==> config.mk <==
export PLATFORM = sky130hd
export DESIGN_NAME = adc_sample_packer
export DESIGN_NICKNAME = d
export VERILOG_FILES = /design/src/rtl/sdr_pkg.sv /design/src/rtl/sync_fifo.sv /design/src/rtl/adc_sample_packer.sv
export SDC_FILE = /design/constraint.sdc
export NUM_CORES = 1
export LEC_CHECK = 0
export CORE_MARGIN = 5
export CORE_UTILIZATION = 45
export DETAILED_ROUTE_END_ITERATION = 6
export PLACE_DENSITY = 0.71
export SLEW_MARGIN = 10
export SYNTH_ARGS = -nofsm -noshare
export SYNTH_HDL_FRONTEND = slang
export SYNTH_SLANG_ARGS = --single-unit
==> constraint.sdc <==
create_clock -name clk -period 3.57 [get_ports clk]
set_input_delay 0.5355 -clock clk [delete_from_list [all_inputs] [get_ports clk]]
set_output_delay 0.5355 -clock clk [all_outputs]
set_load 0.03 [all_outputs]
==> src/rtl/sdr_pkg.sv <==
// Shared constants and helpers for the ADC sample path.
// Holds the sample/word widths, pack FSM states and sign extension.
package sdr_pkg;

    localparam int SAMPLE_W16 = 16;
    localparam int PACK_W     = 32;
    localparam int DROP_CNT_W = 16;

    localparam logic [0:0] HALF_EMPTY = 1'b0;
    localparam logic [0:0] HALF_FULL  = 1'b1;

    // Replicates bit (width-1) of raw up through bit 15.
    function automatic logic [SAMPLE_W16-1:0] sign_extend(
        input logic [SAMPLE_W16-1:0] raw,
        input int unsigned           width
    );
        int unsigned             sh;
        logic signed [SAMPLE_W16-1:0] t;
        sh = SAMPLE_W16 - width;
        t  = $signed(raw << sh);
        return t >>> sh;
    endfunction

endpackage

==> src/rtl/sync_fifo.sv <==
// First-word-fall-through FIFO with an exact occupancy count.
// A written word becomes readable one edge after it is stored.
module sync_fifo #(
    parameter int WIDTH = 33,
    parameter int DEPTH = 16
) (
    input  logic                     clk,
    input  logic                     rst_n,
    input  logic                     wr_en,
    input  logic [WIDTH-1:0]         din,
    output logic                     full,
    input  logic                     rd_en,
    output logic [WIDTH-1:0]         dout,
    output logic                     empty,
    output logic [$clog2(DEPTH):0]   level
);

    localparam int AW = $clog2(DEPTH);

    logic [WIDTH-1:0] r_mem [DEPTH];
    logic [AW-1:0]    r_wr_ptr;
    logic [AW-1:0]    r_rd_ptr;
    logic [AW:0]      r_level;
    logic [AW:0]      r_avail;
    logic             r_wr_d;

    logic w_rd;
    logic w_wr;

    assign empty = (r_avail == '0);
    assign full  = (r_level == (AW+1)'(DEPTH));
    assign w_rd  = rd_en & ~empty;
    assign w_wr  = wr_en & (~full | w_rd);
    assign dout  = empty ? '0 : r_mem[r_rd_ptr];
    assign level = r_level;

    always_ff @(posedge clk) begin
        if (w_wr) r_mem[r_wr_ptr] <= din;
    end

    // r_avail trails r_level by the write of the previous edge.
    always_ff @(posedge clk or negedge rst_n) begin
        if (!rst_n) begin
            r_wr_ptr <= '0;
            r_rd_ptr <= '0;
            r_level  <= '0;
            r_avail  <= '0;
            r_wr_d   <= 1'b0;
        end else begin
            r_wr_d <= w_wr;
            if (w_wr) r_wr_ptr <= r_wr_ptr + 1'b1;
            if (w_rd) r_rd_ptr <= r_rd_ptr + 1'b1;
            r_level <= r_level + {{AW{1'b0}}, w_wr}
                               - {{AW{1'b0}}, w_rd};
            r_avail <= r_avail + {{AW{1'b0}}, r_wr_d}
                               - {{AW{1'b0}}, w_rd};
        end
    end

endmodule

==> src/rtl/adc_sample_packer.sv <==
// Packs pairs of sign-extended ADC samples into 32-bit words and
// streams them through a FWFT FIFO with frame markers and status.
module adc_sample_packer
    import sdr_pkg::*;
#(
    parameter int ADC_WIDTH   = 10,
    parameter int FIFO_DEPTH  = 16,
    parameter int FRAME_WORDS = 256
) (
    input  logic                          clk,
    input  logic                          rst_n,
    input  logic                          enable,
    input  logic                          clear_stats,
    input  logic [ADC_WIDTH-1:0]          sample_in,
    input  logic                          sample_valid,
    input  logic                          sample_ovf,
    output logic [PACK_W-1:0]             m_data,
    output logic                          m_valid,
    input  logic                          m_ready,
    output logic                          m_last,
    output logic [$clog2(FIFO_DEPTH):0]   fifo_level,
    output logic [DROP_CNT_W-1:0]         drop_count,
    output logic                          ovf_sticky
);

    localparam int LVL_W = $clog2(FIFO_DEPTH) + 1;
    localparam int FCW   = (FRAME_WORDS > 1) ? $clog2(FRAME_WORDS) : 1;
    localparam logic [FCW-1:0] LAST_IDX = FCW'(FRAME_WORDS - 1);

    logic [0:0]            r_state;
    logic [SAMPLE_W16-1:0] r_half;
    logic                  r_wr_req;
    logic [PACK_W-1:0]     r_wr_word;
    logic [FCW-1:0]        r_frame_cnt;
    logic [DROP_CNT_W-1:0] r_drop;
    logic                  r_ovf;

    logic [SAMPLE_W16-1:0] w_sext;
    logic                  w_full;
    logic                  w_empty;
    logic                  w_rd;
    logic                  w_wr_ok;
    logic                  w_drop;
    logic                  w_last;
    logic [PACK_W:0]       w_dout;
    logic [LVL_W-1:0]      w_level;

    assign w_sext  = sign_extend(SAMPLE_W16'(sample_in), ADC_WIDTH);
    assign w_rd    = m_ready & ~w_empty;
    assign w_wr_ok = r_wr_req & (~w_full | w_rd);
    assign w_drop  = r_wr_req & ~w_wr_ok;
    assign w_last  = (r_frame_cnt == LAST_IDX);

    always_ff @(posedge clk or negedge rst_n) begin
        if (!rst_n) begin
            r_state   <= HALF_EMPTY;
            r_half    <= '0;
            r_wr_req  <= 1'b0;
            r_wr_word <= '0;
        end else begin
            r_wr_req <= 1'b0;
            if (!enable) begin
                r_state <= HALF_EMPTY;
            end else if (sample_valid) begin
                if (r_state == HALF_EMPTY) begin
                    r_half  <= w_sext;
                    r_state <= HALF_FULL;
                end else begin
                    r_wr_word <= {w_sext, r_half};
                    r_wr_req  <= 1'b1;
                    r_state   <= HALF_EMPTY;
                end
            end
        end
    end

    // Only words that actually land in the FIFO advance the frame.
    always_ff @(posedge clk or negedge rst_n) begin
        if (!rst_n) begin
            r_frame_cnt <= '0;
        end else if (!enable) begin
            r_frame_cnt <= '0;
        end else if (w_wr_ok) begin
            r_frame_cnt <= w_last ? '0 : r_frame_cnt + 1'b1;
        end
    end

    always_ff @(posedge clk or negedge rst_n) begin
        if (!rst_n) begin
            r_drop <= '0;
            r_ovf  <= 1'b0;
        end else begin
            if (clear_stats) begin
                r_drop <= w_drop ? DROP_CNT_W'(1) : '0;
            end else if (w_drop && r_drop != '1) begin
                r_drop <= r_drop + 1'b1;
            end
            if (sample_valid & enable & sample_ovf) begin
                r_ovf <= 1'b1;
            end else if (clear_stats) begin
                r_ovf <= 1'b0;
            end
        end
    end

    sync_fifo #(
        .WIDTH (PACK_W + 1),
        .DEPTH (FIFO_DEPTH)
    ) u_fifo (
        .clk   (clk),
        .rst_n (rst_n),
        .wr_en (w_wr_ok),
        .din   ({w_last, r_wr_word}),
        .full  (w_full),
        .rd_en (w_rd),
        .dout  (w_dout),
        .empty (w_empty),
        .level (w_level)
    );

    assign m_data     = w_dout[PACK_W-1:0];
    assign m_last     = w_dout[PACK_W];
    assign m_valid    = ~w_empty;
    assign fifo_level = w_level;
    assign drop_count = r_drop;
    assign ovf_sticky = r_ovf;

endmodule

==> Changelog: implementation <==
## Flow update

* Top class by area: flip-flops and latches
* Via-per-instance ratio at 5.84
* Pre-CTS setup slack at 0.384 ns
* Share of power burned in registers at 41.9%
* Switching Share at 32.0%
* Comb/total area at 22.2%
* Final min period at 3.41 ns
* Met2 wire len at 17.5 mm
* Max incr delay on CP at 0.61 ns
* RePlAce Congestion at 0.768
* FA/HA/MAJ Cells, Area Fraction at 1.67%
* Comb. pwr at 4.91 mW
* Buf+Inv Stages, Crit Path at 2
* Placed Cells at 1392
* Clk slew on worst S/H paths at 0.06 ns
* Worst-margin pin slew at 1.25 ns
* Synth Area per Inst at 19.0 µm²
* Reg-to-reg setup timing slack at 0.70 ns
* Area fraction in xor and xnor cells at 0.789%
* Top reg by flops: u_fifo.r_mem
* Hold WS at 0.151 ns
* TritonRoute pass-1 iters at 5
* Synth top area cells: edfxtp_1 (61%), dfrtp_1 (11%), mux4_2 (11%)
* Critical Path End: m_data[6]
* Vias at 8605
* Clk sinks at 412
* Cell total in the yosys stat output at 876
* Routed wl met3 at 2.64 mm
* Kind of critical path: register to primary output
* N_diodes at 0
* Total negative setup slack at 0 ns
* First-pass GRT wire length at 54.7 mm
* Outcome: completed
* Crit path cell chain: buf_12, mux4_2, mux2i_1, o22ai_1, clkdlybuf4s50_1
* CTS tree: yes
* Chip area at 40900 µm²
* Worst path depth at 5
* Psw at 5.02 mW
* Area leader share at 60.6%
* Seq Cell Count at 412
* GR Util met2 at 28.5%
* Placed cell areas at 18000 µm²
* Layout cells sized above 1 at 23.9%
* Io pins at 73
* Final wirelength at 35.5 mm
* Startpoint types: register
* Comb pwr share at 31.3%
* Max FFs per register at 336
* GRT overflow at 0
* Synth-to-layout area growth at 16.6%
* Hold buffer count at cts at 0
* Final number of setup-violating endpoints at 0
* DP Wirelength at 20.2 mm
* Initial Util at 45.5%
* Total nets after synthesis at 914
* Gate Area at 4300 µm²
* Total Power at 15.7 mW
* WL met1 at 14.8 mm
* Post-synth top cells: edfxtp_1 (336), mux4_2 (84), dfrtp_1 (76)
* Non-Filler Instances at 1474
* Busiest grt layer: met2
* Post-synth ARST share at 18.4%
* Tap cells at 468
* Pwr top: sequential cells
* Number of global-route vias before repair at 8923
* Slowest cell on crit path: clkdlybuf4s50_1
* Number of DRC markers in iteration 0 at 760
* Repair and plain buffers at 113
* Syn Inst Count at 876
* Seq pwr at 6.57 mW
* Dominant register cell: edfxtp_1
* EDFF count, synth at 336
* Area fraction in mux cells at 16.4%
* Post-CTS Repair Setup Buffers at 1
* CTS Buffer Depth at 3
* Post_cts resized at 14
* CP arrival at 2.88 ns
* And-or/or-and share of the synthesized area at 2.67%
* Comb_multi_in at 380
* Top cell excl fill/tap: edfxtp_1
* Critical path startpoint: u_fifo.r_rd_ptr[0]
* CTS root buf: clkbuf_16
* Sequential area share after synthesis at 72.0%
* Uppermost layer routed: met5
* Htree depth at 2
* Met1 GRT Util at 24.2%
* Lkg Pwr at 6.78 nW
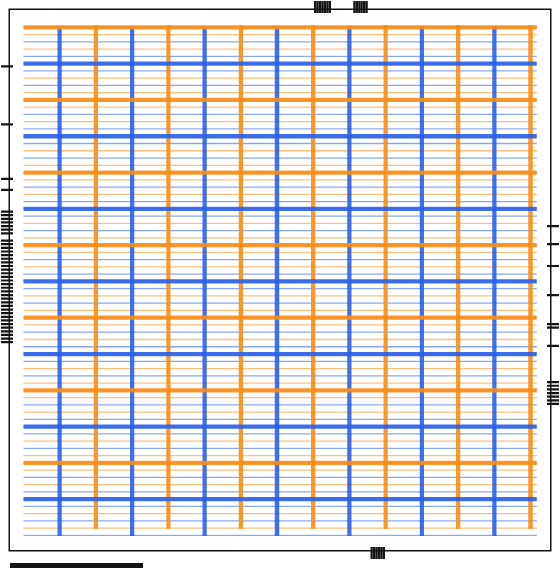
(images/power_grid.png)
Bar = 50 µm. Pins as bars on the die edge.
Key: VDD = orange; VSS = blue
71 met1 rails follow the rows. 14 straps on met5. 73 signal pins sit on the boundary. The core has 70 rows. 14 straps on met4.
CORE AREA: 36600 µm²
worst vdd ir: 0.492 mV
die height: 202 µm
die extent in x: 202 µm

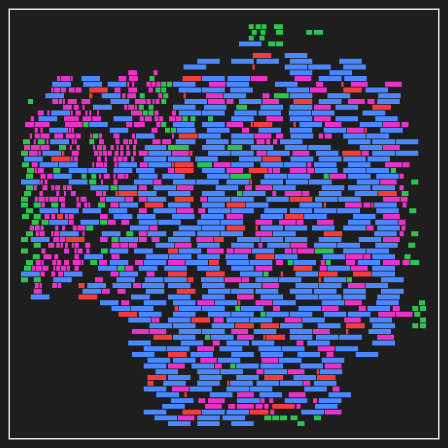
(images/placement_by_type.png)
Key: remaining buffers and delay cells = green [cells 113, share of their area 5.9%]; clock drivers and dummy loads = red [cells 77, share of their area 7.1%]; sequential cells = blue [cells 412, share of their area 64%]; combinational and other logic = magenta [cells 404, share of their area 23%]
FP Rows: 70
fin util: 53.0%
Finished Cell Area: 19400 µm²
flop share of the area: 61.8%

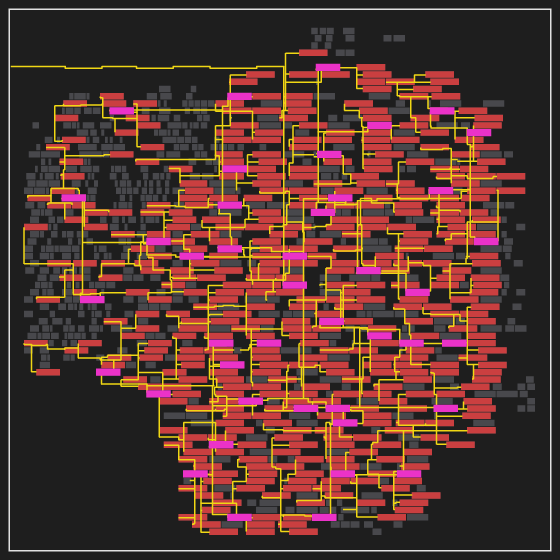
(images/clk_routes.png)
Key: flip-flops = red [count 412]; clock wires = yellow [length 4460 µm]; clock drivers = magenta [count 42]
There are 43 routed clock nets.
Power Clock: 4.20 mW
clk_lat worst skew: 0.52 ns
Fin Clk Skew: 0.0168 ns
Clock Power Share: 26.8%

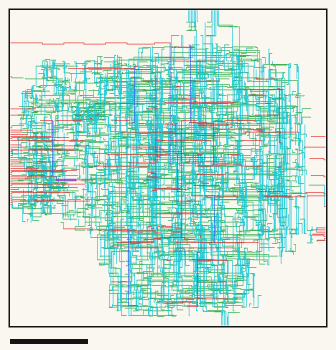
(images/wires.png)
Bar = 50 µm.
Key: metal 2 = cyan [wire length 17500 µm]; metal 5 = purple [wire length 12.0 µm]; metal 1 = green [wire length 14800 µm]; metal 3 = red [wire length 2640 µm]; metal 4 = blue [wire length 574 µm]
drt wl/cell: 24.1 µm
gr usage total: 17.4%

Power and IR drop assume default switching activity.
